===== config.mk =====
export PLATFORM = sky130hd
export DESIGN_NAME = mmp_mix_sched
export DESIGN_NICKNAME = d
export VERILOG_FILES = /design/src/rtl/mmp_mix_sched.sv
export SDC_FILE = /design/constraint.sdc
export NUM_CORES = 1
export LEC_CHECK = 0
export ABC_AREA = 0
export CORE_AREA = 2 2 122 154
export DETAILED_ROUTE_END_ITERATION = 16
export DIE_AREA = 0 0 124 156
export GPL_ROUTABILITY_DRIVEN = 1
export PLACE_DENSITY_LB_ADDON = 0.1
export REMOVE_ABC_BUFFERS = 1
export SLEW_MARGIN = 40
export SYNTH_ARGS = -nofsm -noshare
export SYNTH_HDL_FRONTEND = slang
export SYNTH_SLANG_ARGS = --single-unit

===== constraint.sdc =====
create_clock -name i_CLK -period 13.07 [get_ports i_CLK]
set_input_delay 1.9605 -clock i_CLK [delete_from_list [all_inputs] [get_ports i_CLK]]
set_output_delay 1.9605 -clock i_CLK [all_outputs]
set_load 0.02 [all_outputs]

===== src/rtl/mmp_mix_sched.sv =====
// Four-channel audio mixer: per-channel sample latches, one shared multiply-accumulate
// stepped across the channels, then a floor divide-by-8 and saturation to 16 bits.
module mmp_mix_sched #(
    parameter int CH_NUM = 4
) (
    input  logic                    i_CLK,
    input  logic                    i_RST,
    input  logic                    i_SMPL_TICK,
    input  logic [CH_NUM-1:0]       i_SRC_VALID,
    input  logic [16*CH_NUM-1:0]    i_SRC_DATA,
    input  logic [4*CH_NUM-1:0]     i_GAIN,
    input  logic [CH_NUM-1:0]       i_MUTE,
    input  logic                    i_OVR_CLR,
    output logic signed [15:0]      o_DATA,
    output logic                    o_VALID,
    output logic                    o_BUSY,
    output logic                    o_OVERRUN
);

    typedef enum logic [1:0] {
        IDLE = 2'd0,
        ACC  = 2'd1,
        SAT  = 2'd2
    } state_t;

    localparam logic [1:0]         LAST_STEP = 2'(CH_NUM - 1);
    localparam logic signed [21:0] SAT_MAX   = 22'sd32767;
    localparam logic signed [21:0] SAT_MIN   = -22'sd32768;

    state_t                r_state;
    state_t                w_state_next;
    logic [1:0]            r_step;
    logic [1:0]            w_step_next;
    logic signed [15:0]    r_latch [0:CH_NUM-1];
    logic signed [21:0]    r_acc;
    logic signed [15:0]    r_data;
    logic                  r_valid;
    logic                  r_overrun;

    logic signed [15:0]    w_sample;
    logic signed [4:0]     w_gain;
    logic signed [19:0]    w_product;
    logic signed [19:0]    w_addend;
    logic signed [21:0]    w_sum;
    logic signed [21:0]    w_shift;
    logic signed [15:0]    w_sat;
    logic                  w_ovr_set;

    // Latches update on their strobe; a concurrent ACC read still sees the old value.
    genvar gi;
    generate
        for (gi = 0; gi < CH_NUM; gi++) begin : g_latch
            always_ff @(posedge i_CLK) begin
                if (i_RST) begin
                    r_latch[gi] <= '0;
                end else if (i_SRC_VALID[gi]) begin
                    r_latch[gi] <= i_SRC_DATA[16*gi +: 16];
                end
            end
        end
    endgenerate

    // The single multiplier and adder, steered by the current step.
    always_comb begin
        w_sample  = r_latch[r_step];
        w_gain    = {1'b0, i_GAIN[4*r_step +: 4]};
        w_product = 20'(w_sample) * 20'(w_gain);
        w_addend  = i_MUTE[r_step] ? 20'sd0 : w_product;
        w_sum     = r_acc + 22'(w_addend);
    end

    always_comb begin
        w_shift = r_acc >>> 3;
        if (w_shift > SAT_MAX) begin
            w_sat = 16'sh7FFF;
        end else if (w_shift < SAT_MIN) begin
            w_sat = -16'sh8000;
        end else begin
            w_sat = w_shift[15:0];
        end
    end

    always_comb begin
        w_state_next = r_state;
        w_step_next  = r_step;
        case (r_state)
            IDLE: begin
                if (i_SMPL_TICK) begin
                    w_state_next = ACC;
                    w_step_next  = 2'd0;
                end
            end
            ACC: begin
                if (r_step == LAST_STEP) begin
                    w_state_next = SAT;
                end else begin
                    w_step_next = r_step + 2'd1;
                end
            end
            SAT: begin
                w_state_next = IDLE;
            end
            default: begin
                w_state_next = IDLE;
                w_step_next  = 2'd0;
            end
        endcase
    end

    always_ff @(posedge i_CLK) begin
        if (i_RST) begin
            r_state <= IDLE;
            r_step  <= 2'd0;
        end else begin
            r_state <= w_state_next;
            r_step  <= w_step_next;
        end
    end

    always_ff @(posedge i_CLK) begin
        if (i_RST) begin
            r_acc <= '0;
        end else if (r_state == IDLE && i_SMPL_TICK) begin
            r_acc <= '0;
        end else if (r_state == ACC) begin
            r_acc <= w_sum;
        end
    end

    always_ff @(posedge i_CLK) begin
        if (i_RST) begin
            r_data  <= '0;
            r_valid <= 1'b0;
        end else begin
            r_valid <= (r_state == SAT);
            if (r_state == SAT) begin
                r_data <= w_sat;
            end
        end
    end

    // Ticks that land during a mix are dropped; set has priority over clear.
    assign w_ovr_set = i_SMPL_TICK && (r_state != IDLE);

    always_ff @(posedge i_CLK) begin
        if (i_RST) begin
            r_overrun <= 1'b0;
        end else if (w_ovr_set) begin
            r_overrun <= 1'b1;
        end else if (i_OVR_CLR) begin
            r_overrun <= 1'b0;
        end
    end

    assign o_DATA    = r_data;
    assign o_VALID   = r_valid;
    assign o_BUSY    = (r_state != IDLE);
    assign o_OVERRUN = r_overrun;

endmodule


Fig. 1: local utilization
12 x 16 tiles, from black (low) to pale yellow (high), 0 to 100% covered.
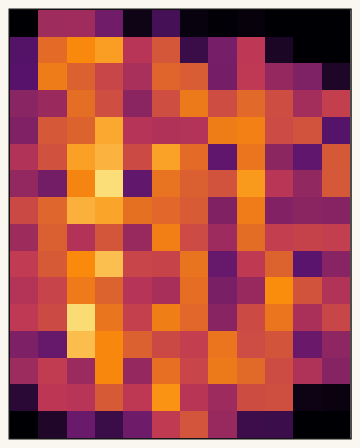
- fullest tile: 93%
- emptiest ninth of the die: top right
- nearly empty tiles: 5.7%
Util after Layout: 53.4%
starting density of the core: 44.4%
core area: 17900 sq um

Fig. 2: placed standard cells
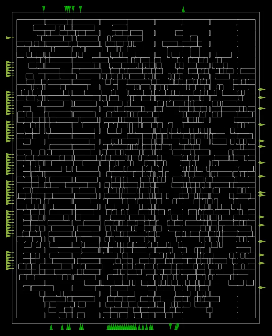
# rows: 55
tap cells: 228
non-filler instance count after layout: 1138

Fig. 3: gate families picked out
The bar under the picture is 20 um long.
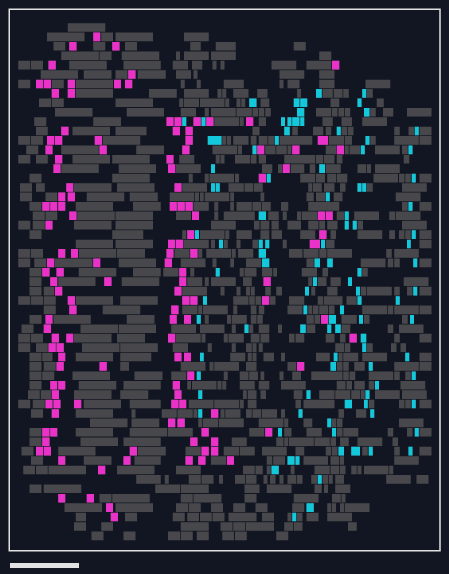
- cyan: NAND gates (cells 102; most used nand2_1)
- magenta: AND and OR gates (cells 134; most used and2_1)

==> job_summary.md <==
## PnR job results

| Metric | Value |
|---|---|
| Critical Path Stages | 26 |
| Ys async rst share | 0% |
| Comb pwr share | 37.1% |
| Most frequent logic cell in the layout | and2_1 |
| CP Class | in2reg |
| Design Area, Final | 9560 sq um |
| Hold WC Path Type | reg2reg |
| Clock Power Share | 26.1% |
| Gr usage total | 18.4% |
| DP Wirelength | 13300 um |
| Most common logic cells in the final layout | and2_1, clkdlybuf4s50_1, nand2_1 |
| CP endpoint kind | register |
| Top cell area share | 24.2% |
| Status | finished, final reports clean |
| Max VDD drop | 0.0772 mV |
| Area after DPL | 9250 sq um |
| Number of port buffers | 110 |
| Critical path fanouts, max | 16 |
| Flops after synth | 110 |
| Slew headroom | 51.7% |
| Clock Pin Slew Worst Setup and Hold Paths | 0.08 ns |
| GR Util met1 | 21.5% |
| Finish-stage setup viols | 0 |
| PostCTS Resize Cnt | 0 |
| Drt first pass iters | 4 |
| Clock-cell share | 3.19% |
| Main area contributors | edfxtp_1, dfxtp_1, ha_1, and2_1, fa_1 |
| DP Worst Slack | 4.57 ns |
| Global routing usage on met3 | 2.23% |
| Largest reg by FF count | r_latch |
| Setup crit start kind | input pin |
| Tool warnings | 25 |
| Worst Setup SP | i_GAIN[15] |
| Vias in the first global route | 6149 |
| Inverters | 74 |
| Largest class | combinational gates |
| Layout area overhead | 20.4% |
| Hold Violations, Final | 0 |
| Initial antenna violation count | 0 |
| Seq pwr share | 36.8% |
| Setup crit end | r_acc[21]$_SDFFE_PP0P_ |
| Syn_area_per_cell | 9.80 sq um |
| P_comb | 408 uW |
| Met2 Usage GRT | 34.9% |
| Synth cell types | 53 |
| Routed WL | 16500 um |
| Seq. cell area | 2840 sq um |
| First-pass GRT wire length | 28300 um |
| Clock Skew | 0.0111 ns |
| R2r endpoint | r_acc[21]$_SDFFE_PP0P_ |
| Buffer type at the clock tree root | clkbuf_16 |
| Die footprint | 19300 sq um |
| Net count, final | 1089 |
| Comb gate area | 4700 sq um |
| DIE HEIGHT | 156 um |
| Arr. time, crit path | 8.42 ns |
| Seq. pwr | 404 uW |
| Cell taking the most area after synthesis | edfxtp_1 |
| Vias | 5808 |
| CTS H-Tree Depth | 3 |
| Max Root-Sink Buffers | 2 |
| Final-layout clock buffer total | 10 |
| Required time of the worst setup path | 13.37 ns |
| Area reported by Yosys stat | 7940 sq um |
| Largest net degree at the start of global routing | 33 |
| Top layer in use | met4 |
| Drt drc | 0 |
| RSZ-0062 raised after global routing | false |
| Max FFs per register | 64 |
| WL/cell | 14.5 um |
| Die width | 124 um |
| M1 wire length | 7100 um |
| Power Internal | 731 uW |
| Initial DRC count | 302 |
| Fraction of area in registers | 29.8% |
| Routed vias/inst | 5.10 |
| Leak Pwr | 4.06 nW |
| Reg2reg path depth | 25 |
| Final setup margin | 4.95 ns |
| Ys Warns | 0 |
| Met2 routed WL | 8770 um |
| Clk Latency, worst-skew pair | 0.36 ns |
| Post-CTS Setup Bufs | 0 |
| TritonCTS clock tree | yes |
| Flop count | 110 |
| WHS | 0.449 ns |
| Synth Flop Type | edfxtp_1 |
-- cells in the mapped netlist, drive strengths merged (6+ instances only) --
cell    number
and2       116
nand2       77
inv         74
edfxtp      64
a21oi       61
ha          59
dfxtp       46
nor2        36
fa          33
o21ai       27
clkbuf      25
mux4        22
xnor2       22
a21o        18
nor3        17
nand3       12
nor2b       12
a211oi       9
a31oi        7
buf          7
nand4        7
and3         6
o21a         6
-- logic make-up after synthesis --
family / count (synthesis) / synth area share [%]
buf+inv: 106 / 5.20
xor+xnor: 27 / 3.17
flops: 110 / 35.8
mux: 26 / 6.81
simple gates: 304 / 20.1
fa+ha+maj: 92 / 17.6
compound gates: 145 / 11.2
Power and IR drop assume default switching activity.
